Fig. 1: run 1, sizing map
Bar = 20 µm.
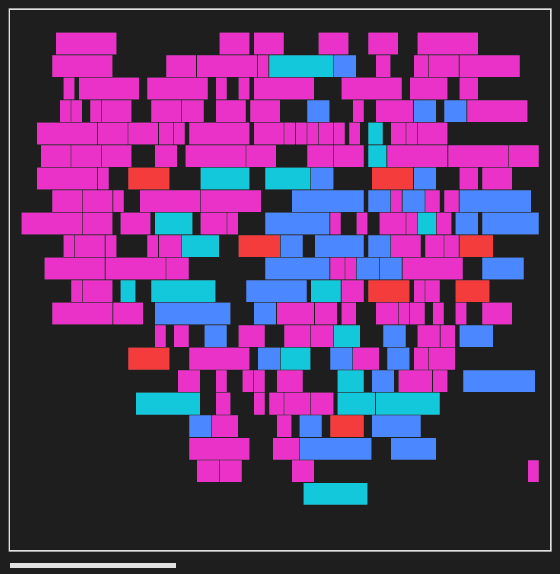
Fig. 2: run 1, signal wires on met2
Cells faint in the background.
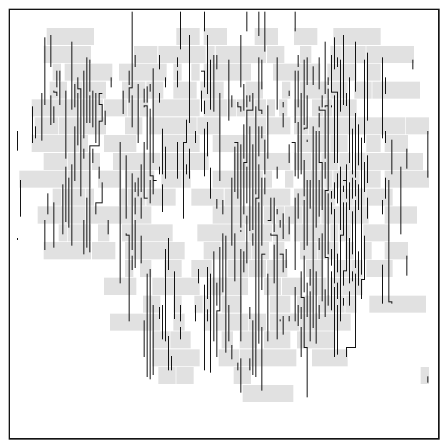
Fig. 3: run 1, wiring by layer
Two of the layers only.
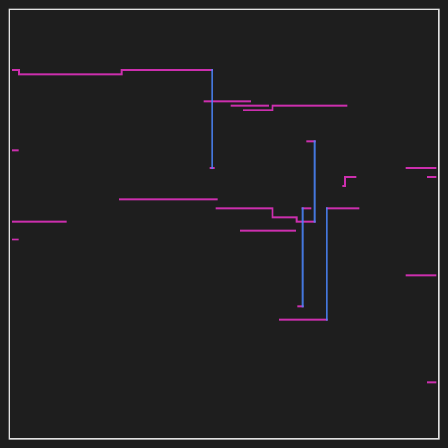
Fig. 4: run 1, the metal 1 layer
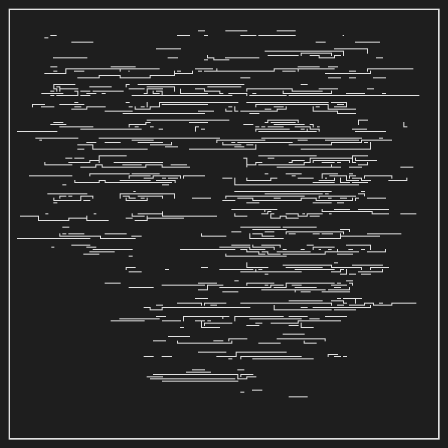
File: src/rtl/serial_pkg.sv
// Shared types and constants for the FTDI serial link (serial_rx / serial_tx).
// Optional 8E1 framing is enabled by defining SERIAL_RX_PARITY_EN.
package serial_pkg;

    localparam int DEF_CLK_HZ = 12000000;
    localparam int DEF_BAUD   = 115200;

    typedef enum logic [2:0] {
        IDLE   = 3'd0,
        START  = 3'd1,
        DATA   = 3'd2,
        PARITY = 3'd3,
        STOP   = 3'd4,
        BREAK  = 3'd5
    } rx_state_e;

    // Even parity: the data bits and the parity bit together hold an even number of ones.
    function automatic logic even_parity_ok(input logic [7:0] data, input logic par);
        return ~(^{data, par});
    endfunction

endpackage

File: src/rtl/serial_rx_sync.sv
// Two-flop synchronizer for an idle-high asynchronous input (RxD, RTS).
module serial_rx_sync (
    input  logic clk,
    input  logic rst_n,
    input  logic d,
    output logic q
);

    logic [1:0] sync_q;
    logic [1:0] sync_d;

    always_comb begin
        sync_d = {sync_q[0], d};
    end

    // Reset to 1 so that leaving reset never looks like a start edge.
    always_ff @(posedge clk) begin
        if (!rst_n) begin
            sync_q <= 2'b11;
        end else begin
            sync_q <= sync_d;
        end
    end

    assign q = sync_q[1];

endmodule

File: src/rtl/serial_rx.sv
// UART receiver for the FTDI RxD line: 8N1, LSB first, mid-bit sampling.
// Define SERIAL_RX_PARITY_EN to receive 8E1 frames with a parity check.
module serial_rx
    import serial_pkg::*;
#(
    parameter int CLK_HZ     = DEF_CLK_HZ,
    parameter int BAUD       = DEF_BAUD,
    parameter int BIT_TICKS  = CLK_HZ / BAUD,
    parameter int HALF_TICKS = BIT_TICKS / 2
) (
    input  logic       clk12,
    input  logic       rst_n,
    input  logic       rx,
    output logic [7:0] rbyte,
    output logic       rbyte_rdy,
    output logic       framing_err,
    output logic       parity_err,
    output logic       busy
);

    localparam int TICK_W = $clog2(BIT_TICKS + 1);
    localparam logic [TICK_W-1:0] BIT_LAST  = TICK_W'(BIT_TICKS - 1);
    localparam logic [TICK_W-1:0] HALF_LAST = TICK_W'(HALF_TICKS - 1);
    localparam logic [TICK_W-1:0] TICK_ONE  = TICK_W'(1);

    logic              rx_s;
    rx_state_e         state_q, state_d;
    logic [TICK_W-1:0] tick_q, tick_d;
    logic [2:0]        bit_q, bit_d;
    logic [7:0]        shift_q, shift_d;
    logic [7:0]        rbyte_q, rbyte_d;
    logic              rdy_q, rdy_d;
    logic              ferr_q, ferr_d;
`ifdef SERIAL_RX_PARITY_EN
    logic              par_q, par_d;
    logic              perr_q, perr_d;
`endif

    serial_rx_sync u_sync (
        .clk   (clk12),
        .rst_n (rst_n),
        .d     (rx),
        .q     (rx_s)
    );

    always_comb begin
        state_d = state_q;
        tick_d  = tick_q + TICK_ONE;
        bit_d   = bit_q;
        shift_d = shift_q;
        rbyte_d = rbyte_q;
        rdy_d   = 1'b0;
        ferr_d  = 1'b0;
`ifdef SERIAL_RX_PARITY_EN
        par_d   = par_q;
        perr_d  = 1'b0;
`endif
        case (state_q)
            IDLE: begin
                tick_d = '0;
                if (!rx_s) begin
                    state_d = START;
                end
            end
            START: begin
                if (tick_q == HALF_LAST) begin
                    tick_d = '0;
                    bit_d  = 3'd0;
                    state_d = rx_s ? IDLE : DATA;
                end
            end
            DATA: begin
                if (tick_q == BIT_LAST) begin
                    tick_d         = '0;
                    shift_d[bit_q] = rx_s;
                    bit_d          = bit_q + 3'd1;
                    if (bit_q == 3'd7) begin
`ifdef SERIAL_RX_PARITY_EN
                        state_d = PARITY;
`else
                        state_d = STOP;
`endif
                    end
                end
            end
`ifdef SERIAL_RX_PARITY_EN
            PARITY: begin
                if (tick_q == BIT_LAST) begin
                    tick_d  = '0;
                    par_d   = rx_s;
                    state_d = STOP;
                end
            end
`endif
            // Stop is sampled mid-bit, so IDLE is re-entered half a bit early.
            STOP: begin
                if (tick_q == BIT_LAST) begin
                    tick_d = '0;
                    if (!rx_s) begin
                        ferr_d  = 1'b1;
                        state_d = BREAK;
                    end else begin
                        state_d = IDLE;
`ifdef SERIAL_RX_PARITY_EN
                        if (!even_parity_ok(shift_q, par_q)) begin
                            perr_d = 1'b1;
                        end else begin
                            rbyte_d = shift_q;
                            rdy_d   = 1'b1;
                        end
`else
                        rbyte_d = shift_q;
                        rdy_d   = 1'b1;
`endif
                    end
                end
            end
            BREAK: begin
                tick_d = '0;
                if (rx_s) begin
                    state_d = IDLE;
                end
            end
            default: begin
                tick_d  = '0;
                state_d = IDLE;
            end
        endcase
    end

    always_ff @(posedge clk12) begin
        if (!rst_n) begin
            state_q <= IDLE;
            tick_q  <= '0;
            bit_q   <= 3'd0;
            shift_q <= 8'h00;
            rbyte_q <= 8'h00;
            rdy_q   <= 1'b0;
            ferr_q  <= 1'b0;
`ifdef SERIAL_RX_PARITY_EN
            par_q   <= 1'b0;
            perr_q  <= 1'b0;
`endif
        end else begin
            state_q <= state_d;
            tick_q  <= tick_d;
            bit_q   <= bit_d;
            shift_q <= shift_d;
            rbyte_q <= rbyte_d;
            rdy_q   <= rdy_d;
            ferr_q  <= ferr_d;
`ifdef SERIAL_RX_PARITY_EN
            par_q   <= par_d;
            perr_q  <= perr_d;
`endif
        end
    end

    assign rbyte       = rbyte_q;
    assign rbyte_rdy   = rdy_q;
    assign framing_err = ferr_q;
    assign busy        = (state_q != IDLE);
`ifdef SERIAL_RX_PARITY_EN
    assign parity_err  = perr_q;
`else
    assign parity_err  = 1'b0;
`endif

endmodule

File: config.mk
export PLATFORM = sky130hd
export DESIGN_NAME = serial_rx
export DESIGN_NICKNAME = d
export VERILOG_FILES = /design/src/rtl/serial_pkg.sv /design/src/rtl/serial_rx_sync.sv /design/src/rtl/serial_rx.sv
export SDC_FILE = /design/constraint.sdc
export NUM_CORES = 1
export LEC_CHECK = 0
export ABC_CLOCK_PERIOD_IN_PS = 1700
export CORE_UTILIZATION = 40
export DETAILED_ROUTE_END_ITERATION = 12
export PLACE_DENSITY = 0.68
export SETUP_SLACK_MARGIN = 0.15
export SYNTH_ARGS = -nofsm -noshare
export SYNTH_HDL_FRONTEND = slang
export SYNTH_SLANG_ARGS = --single-unit
export TNS_END_PERCENT = 30
File: constraint.sdc
create_clock -name clk12 -period 1.7 [get_ports clk12]
set_clock_uncertainty 0.15 [all_clocks]
set_input_delay 0.17 -clock clk12 [delete_from_list [all_inputs] [get_ports clk12]]
set_output_delay 0.17 -clock clk12 [all_outputs]
set_load 0.005 [all_outputs]
==> run_results.csv, run 1 <==
group,metric,value,unit
placed_design,gp_congestion,0.895,
finish,buffers,37,
route,dr_wl_met3,139,µm
finish,biggestCellCategory,"logic gates",
clock_network,cts_buffers,5,
synthesis,netlist_logic_family_top,"simple AND/OR/NAND/NOR gates",
finish,diodes,0,
clock_network,clockRootBuffer,"clkbuf_8",
setup_path,critPathRequiredTime,1780,ps
finish,seq_cells,33,
pwr,pwr-share-clk,0.391,
grt,grt_max_degree,18,
clock_network,clk_path_buf_depth,2,
setup_path,crit_path_start,"tick_q[1]",
finish,comb_cells,123,
setup_path,reg2reg_from,"tick_q[1]",
route,antenna_left,0,
clock_network,htreeDepth,2,
placed_design,place_hpwl,2590,µm
grt,grt_busiest_layer,"met2",
finish,mostFrequentLayoutCell,"dfxtp_1",
die,initial_core_util,0.427,
run_status,status,"finished, final reports clean",
route,drc,0,
flow_run,warnings,29,
synthesis,synth_top_area_share,0.413,
synthesis,ys_seq_frac,0.413,
synthesis,synthAoiAreaFrac,0.145,
die,die_area,0.00426,mm²
placed_design,place_inst,241,
setup_path,slowest_delay,350,ps
setup_path,cp-end-kind,"flip-flop",
synthesis,ys_cells,172,
synthesis,synth_cell_type_count,46,
clock_network,clk_latency,280,ps
pwr,switching_share,0.241,
synthesis,synth-seq-cells,33,
synthesis,yosys_area,0.00160,mm²
setup_path,ff2ff_setup_slack,40,ps
finish,drive_gt1_frac,0.301,
route,top_layer,"met4",
flow_run,maxCapViolCount,0,
-- Fig. 1 (at the start) --
| size | color | cells | share | most used |
|---|---|---|---|---|
| x2 | cyan | 18 | 8.7% | dfxtp_2 |
| x3 and x4 | blue | 36 | 17% | buf_4 |
| x6 and larger | red | 8 | 3.9% | clkbuf_8 |
| x1 and smaller | magenta | 144 | 70% | dfxtp_1 |
design area: 0.00215 mm²
Syn-to-layout area delta: 34.1%
final worst slack: 40.1 ps

-- Fig. 2 (at the start) --
main direction: vertical
longest straight run: 30.6 µm
wire length on this layer: 1890 µm
share of all routed wire: 50%
nets with wire on the layer: 186
via count: 1386
Routed WL: 3810 µm

-- Fig. 3 (at the start) --
| layer | color | wire length |
|---|---|---|
| M4 | blue | 59.2 µm |
| M3 | magenta | 139 µm |
All-Layer GR Usage: 0.191
DR WL/cell: 15.0 µm

-- Fig. 4 (at the start) --
wire length on this layer: 1730 µm
longest straight run: 19.8 µm
met1 global-route usage: 0.235

==> run 1: sequential cells by signal, indices dropped and copies added, names as in the netlist <==
| name | cells |
|---|---|
| rbyte | 8 |
| shift_q | 8 |
| tick_q | 7 |
| bit_q | 3 |
| state_q | 3 |
| u_sync.sync_q | 2 |
| framing_err | 1 |
| rbyte_rdy | 1 |
==> run 1: final timing paths <==
check,endpoint,cells past startpoint
max,state_q[1],5
max reg2reg,state_q[1],5
min reg2reg,u_sync.sync_q[1],1
min,u_sync.sync_q[1],1
==> run 1: what timing repair did <==
item / in CTS / in global routing
gates resized: 18 / 11
pin swaps: 4 / 12
setup endpoints to repair: 29 / 29
setup buffers: 2 / 3
hold buffers: 0 / 0
Fig. 5: run 1, the clock network
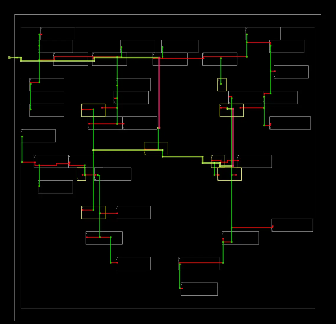

==> run 2, diff against run 1 <==
Settings changed: CTS_BUF_LIST from default to sky130_fd_sc_hd__clkbuf_16, GPL_TIMING_DRIVEN from default to 0.
Fig. 6: run 2, the clock network
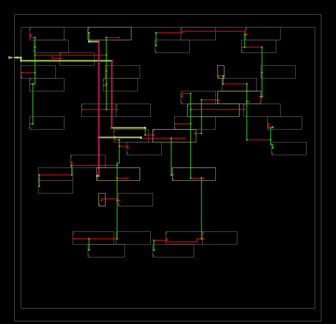
clkbuf count: 5
worst skew pair latency: 270 ps
clock network power: 0.982 mW
clk sinks: 33

Fig. 7: run 2, the metal 1 layer
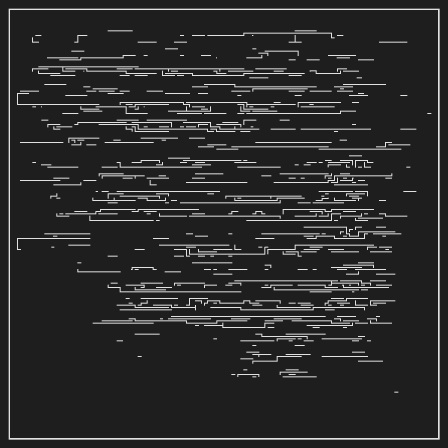
share of all routed wire: 43%
longest straight run: 23.5 µm
Routed WL: 3860 µm
via count: 1412
met1 global-route usage: 0.218

==> run 2 against run 1 <==
  * The run now ends with negative setup slack left
  * Register-to-register slack worse by 70 ps
  * Via count is 1.9% higher
  * Non-clock buffer count up 4
  * Power increased by 29%
  * Setup slack worse by 69 ps
  * Routed wire length up 1.2%
  * Critical endpoint unchanged
  * Highest routed layer unchanged
==> run_results.csv, run 2 <==
group,metric,value,unit
finish,inverters,5,
finish,drive_gt1_frac,0.257,
placed_design,placed_cell_area,0.00183,mm²
pwr,pwr-share-clk,0.525,
finish,fillCellCount,314,
clock_network,clockRootBuffer,"clkbuf_16",
setup_path,cp-end-kind,"flip-flop",
synthesis,yosys_area,0.00160,mm²
clock_network,cts_setup_buffers,17,
setup_path,endpoint,"state_q[1]",
route,antenna_left,0,
worst_hold_path,min_path_cells,1,
setup_path,start_kind,"flip-flop",
pwr,switching_share,0.197,
synthesis,synthAoiAreaFrac,0.145,
die,die_area,0.00426,mm²
setup_path,ff2ff_setup_slack,-30,ps
final_timing,finalWorstSetupSlack,-28.6,ps
route,drc,0,
finish,seq_cells,33,
setup_path,r2r-end,"state_q[1]",
setup_path,r2r_cells,6,
setup_path,critPathRequiredTime,1700,ps
synthesis,synth_cell_type_count,46,
die,die_w,65.3,µm
finish,fin_area,0.00222,mm²
pwr,power,1.87,mW
die,row_count,22,
run_status,status,"finished, violations left",
final_timing,hold_viol,0,
synthesis,ys_seq_frac,0.413,
final_timing,setup_viol,1,
finish,mostFrequentLayoutCell,"dfxtp_1",
clock_network,ctsResizeCount,21,
clock_network,holdBufCountCts,0,
finish,diodes,0,
route,drtIter0Drc,47,
clock_network,clk_path_buf_depth,2,
grt,gr-total-overflow,0,
worst_hold_path,min_delay_worst_endpoint,"u_sync.sync_q[1]",
die,initial_core_util,0.427,
synthesis,netlist_logic_family_top,"simple AND/OR/NAND/NOR gates",
final_timing,min_period,1730,ps
route,drtPass1Iterations,4,
finish,comb_cells,123,
worst_hold_path,holdCritStartpoint,"u_sync.sync_q[0]",
die,taps,48,
synthesis,synth-seq-cells,33,
clock_network,htreeDepth,2,
clock_network,cts_buffers,5,
placed_design,gp_congestion,0.873,
finish,buffers,41,
grt,grt_busiest_layer,"met2",
run_status,violations,"negative setup slack",
placed_design,place_inst,233,
flow_run,maxCapViolCount,0,
final_timing,fin_setup_tns,-28.6,ps
synthesis,synth_top_area_share,0.413,
grt,grtUsageMet3,0.0451,
finish,synthToLayoutAreaGrowth,38.5,%
grt,grt_max_degree,11,
setup_path,crit_path_start,"tick_q[0]",
synthesis,ys_cells,172,
route,via_per_inst,5.47,
placed_design,place_hpwl,2420,µm
synthesis,ys.flop_type,"dfxtp_1",
flow_run,warnings,29,
final_timing,max_freq,579,MHz
finish,biggestCellCategory,"logic gates",
setup_path,reg2reg_from,"tick_q[0]",
Fig. 8: run 2, wiring by layer
Two of the layers only.
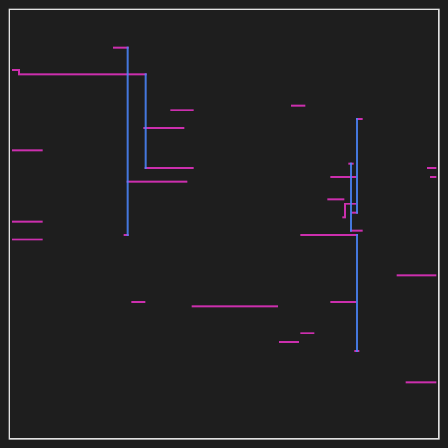
| layer | color | wire length |
|---|---|---|
| M4 | blue | 85.0 µm |
| M3 | magenta | 120 µm |
DR WL/cell: 14.9 µm
All-Layer GR Usage: 0.194

[run 2: cell count changes in the layout (fill, tap and decap cells not counted), sizes merged]
cell           previous run  this run
buf                      24        22
clkdlybuf4s15             1         0
clkinv                    3         2
clkbuf                    5        11
dlygate4sd2               0         1
bufinv                    0         1
[run 2: metal layers]
metal,up-vias,part of all wire
li1,690,-
met1,670,0.43
met2,41,0.51
met3,11,0.031
met4,0,0.022
met5,-,0
[run 2: cells by family (layout without fill, tap and decap cells)]
logic type      Yosys count  count (layout)
fa+ha+maj                 3               3
simple gates             66              66
compound gates           32              32
buf+inv                  16              54
other cells               1               1
xor+xnor                  5               5
flops                    33              33
mux                      16              16
[run 2: worst max-delay path: stages (launching register included)]
cell	delay [ps]
dfxtp_4	350
ha_4	170
and3b_1	180
buf_6	140
a21oi_2	220
a21oi_1	90
o311a_1	300
Fig. 9: run 2, sizing map
Bar = 20 µm.
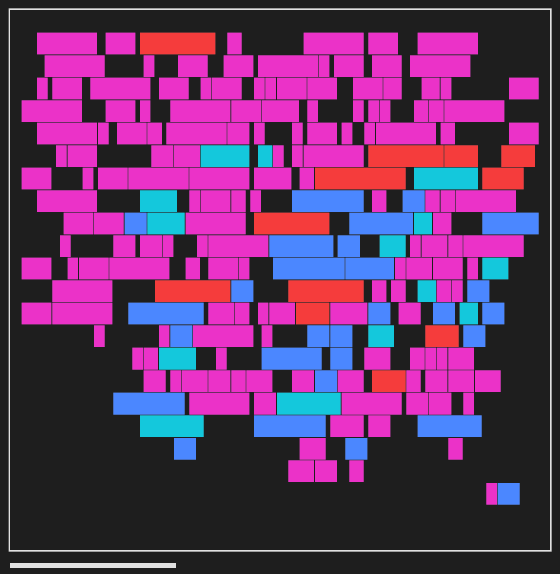

==> run 3, diff against run 2 <==
Settings changed: CAP_MARGIN from default to 20, TNS_END_PERCENT 30 to default.
Fig. 10: run 3, sizing map
Bar = 20 µm.
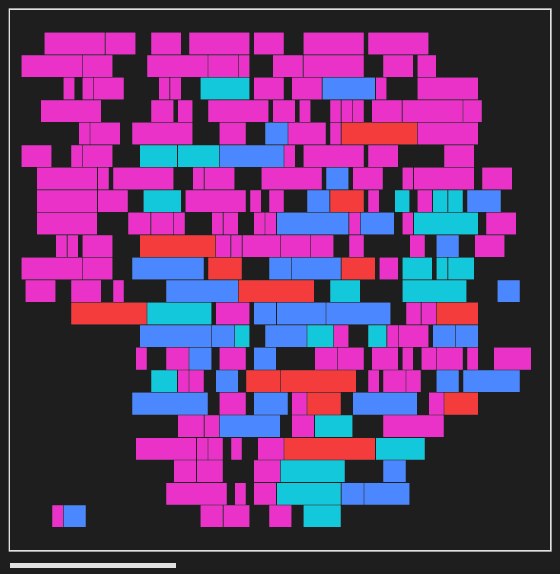
| size | color | cells | share | most used |
|---|---|---|---|---|
| x3 and x4 | blue | 35 | 17% | buf_4 |
| x6 and larger | red | 13 | 6.2% | buf_6 |
| x1 and smaller | magenta | 140 | 66% | dfxtp_1 |
| x2 | cyan | 23 | 11% | dfxtp_2 |
design area: 0.00231 mm²
Syn-to-layout area delta: 44.5%
final worst slack: 25.5 ps
Non-clock buffers: 42

Fig. 11: run 3, wiring by layer
Two of the layers only.
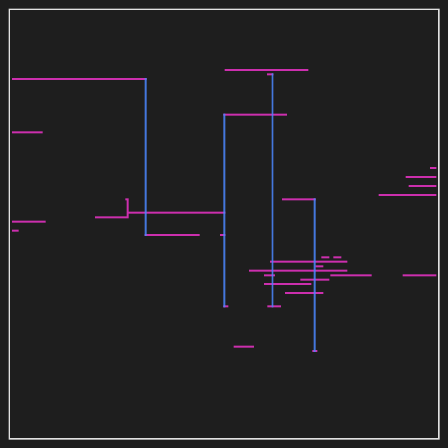
| layer | color | wire length |
|---|---|---|
| M4 | blue | 112 µm |
| M3 | magenta | 168 µm |
DR WL/cell: 15.8 µm
Routed WL: 4080 µm
All-Layer GR Usage: 0.206

Fig. 12: run 3, signal wires on met2
Cells faint in the background.
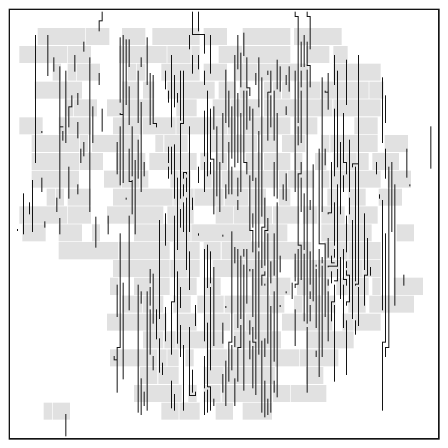
main direction: vertical
longest straight run: 38.6 µm
nets with wire on the layer: 191
share of all routed wire: 52%
wire length on this layer: 2110 µm
met2 Usage GRT: 0.358

==> run 3 against run 2 <==
  * The run now ends clean
  * Power is 1.8% higher
  * Final cell count is 0.39% higher
  * Cell area is 4.3% higher
  * Critical path type unchanged
  * Largest cell class unchanged
==> run_results.csv, run 3 <==
group,metric,value,unit
run_status,status,"finished, final reports clean",
finish,comb_area,0.00103,mm²
final_timing,hold_viol,0,
flow_run,warnings,28,
route,drt-met1-wl,1690,µm
setup_path,endpoint,"bit_q[2]",
route,top_layer,"met4",
placed_design,placed_cell_area,0.00184,mm²
pwr,vdd_drop_max,0.605,mV
route,antenna_left,0,
final_timing,setup_viol,0,
grt,gr-total-overflow,0,
finish,seq_cells,33,
setup_path,start_kind,"flip-flop",
die,initial_core_util,0.427,
clock_network,holdBufCountCts,0,
grt,grt_pass1_wl,6600,µm
finish,clkbuf_count,5,
die,die_area,0.00426,mm²
placed_design,place_inst,233,
grt,grt_busiest_layer,"met2",
finish,fillCellCount,318,
synthesis,synth_cell_type_count,46,
grt,use_met1,0.247,
worst_hold_path,min_path_type,"flip-flop to flip-flop",
setup_path,cp-end-kind,"flip-flop",
synthesis,yosys_area,0.00160,mm²
clock_network,clkTransAtPathRegs,60,ps
grt,grt_pass1_vias,1389,
grt,grtUsageMet3,0.0451,
setup_path,r2r-end,"bit_q[2]",
die,io_pins,15,
worst_hold_path,holdCritStartpoint,"u_sync.sync_q[0]",
placed_design,place_hpwl,2430,µm
finish,final_cells,259,
finish,mostFrequentLayoutCell,"dfxtp_1",
setup_path,worstPathMaxFanout,8,
synthesis,synth-seq-cells,33,
worst_hold_path,min_delay_worst_endpoint,"u_sync.sync_q[1]",
die,die_w,65.3,µm
route,drc,0,
synthesis,synth.area.top_cells,"dfxtp_1, mux2i_1, nand2_1",
setup_path,critPathRequiredTime,1760,ps
finish,comb_area_share,0.444,
finish,drive_gt1_frac,0.336,
worst_hold_path,min_path_cells,1,
finish,diodes,0,
route,dr_wl_met2,2110,µm
setup_path,reg2reg_from,"tick_q[0]",
synthesis,netlist_logic_family_top,"simple AND/OR/NAND/NOR gates",
synthesis,synth.most_common_cell,"dfxtp_1",
synthesis,ys_seq_frac,0.413,
die,row_count,22,
synthesis,simple_gate_area_frac,0.246,
route,drtIter0Drc,129,
clock_network,clk_latency,280,ps
flow_run,maxCapViolCount,0,
finish,comb_cells,123,
setup_path,crit_path_start,"tick_q[0]",
synthesis,ys.flop_type,"dfxtp_1",
clock_network,clk_path_buf_depth,2,
finish,final-nonclk-buf-share,0.156,
setup_path,worstPathArrival,1730,ps
clock_network,clock-sinks,33,
synthesis,ys_warn_count,0,
synthesis,ys_cells,172,
final_timing,fin_setup_tns,0,ps
finish,flop_area,678,µm²
setup_path,ff2ff_setup_slack,30,ps
synthesis,common_cells,"dfxtp_1, nand2_1, mux2i_1, nor2_1, nand3_1",
route,dr_total_vias,1412,
finish,inverters,5,
placed_design,gp_congestion,0.833,
route,dr_wl_met3,168,µm
finish,biggestCellCategory,"logic gates",
final_timing,min_period,1670,ps
clock_network,clockRootBuffer,"clkbuf_16",
grt,grt_max_degree,11,
die,taps,48,
final_timing,max_freq,597,MHz
pwr,power,1.90,mW
clock_network,htreeDepth,2,
synthesis,synthAoiAreaFrac,0.145,
route,drtPass1Iterations,5,
synthesis,synth_top_area_share,0.413,
synthesis,adder_share,0.0235,
setup_path,r2r_cells,7,
route,via_per_inst,5.45,
clock_network,cts_buffers,5,
run 3: cell counts after synthesis:
Identical to the previous run, type by type.
run 3: worst max-delay path, stage by stage (launching register included):
cell,delay [ps]
dfxtp_4,360
ha_4,160
and3b_1,180
buf_6,160
buf_4,130
nand3_4,80
a21oi_4,190
mux2i_1,200
run 3: repair_timing:
action / 4_1_cts / 5_1_grt
pin swaps: 5 / 9
setup buffers: 12 / 6
resized: 25 / 26
setup endpoints to repair: 28 / 31
run 3: where the power goes:
part	total (mW)	internal, mW	switching [mW]
registers	0.783	0.777	0.00555
clock network	0.998	0.680	0.318
logic	0.122	0.0566	0.0658
total	1.90	1.51	0.389
No activity file was given, so power comes from the tool's default toggle rates.
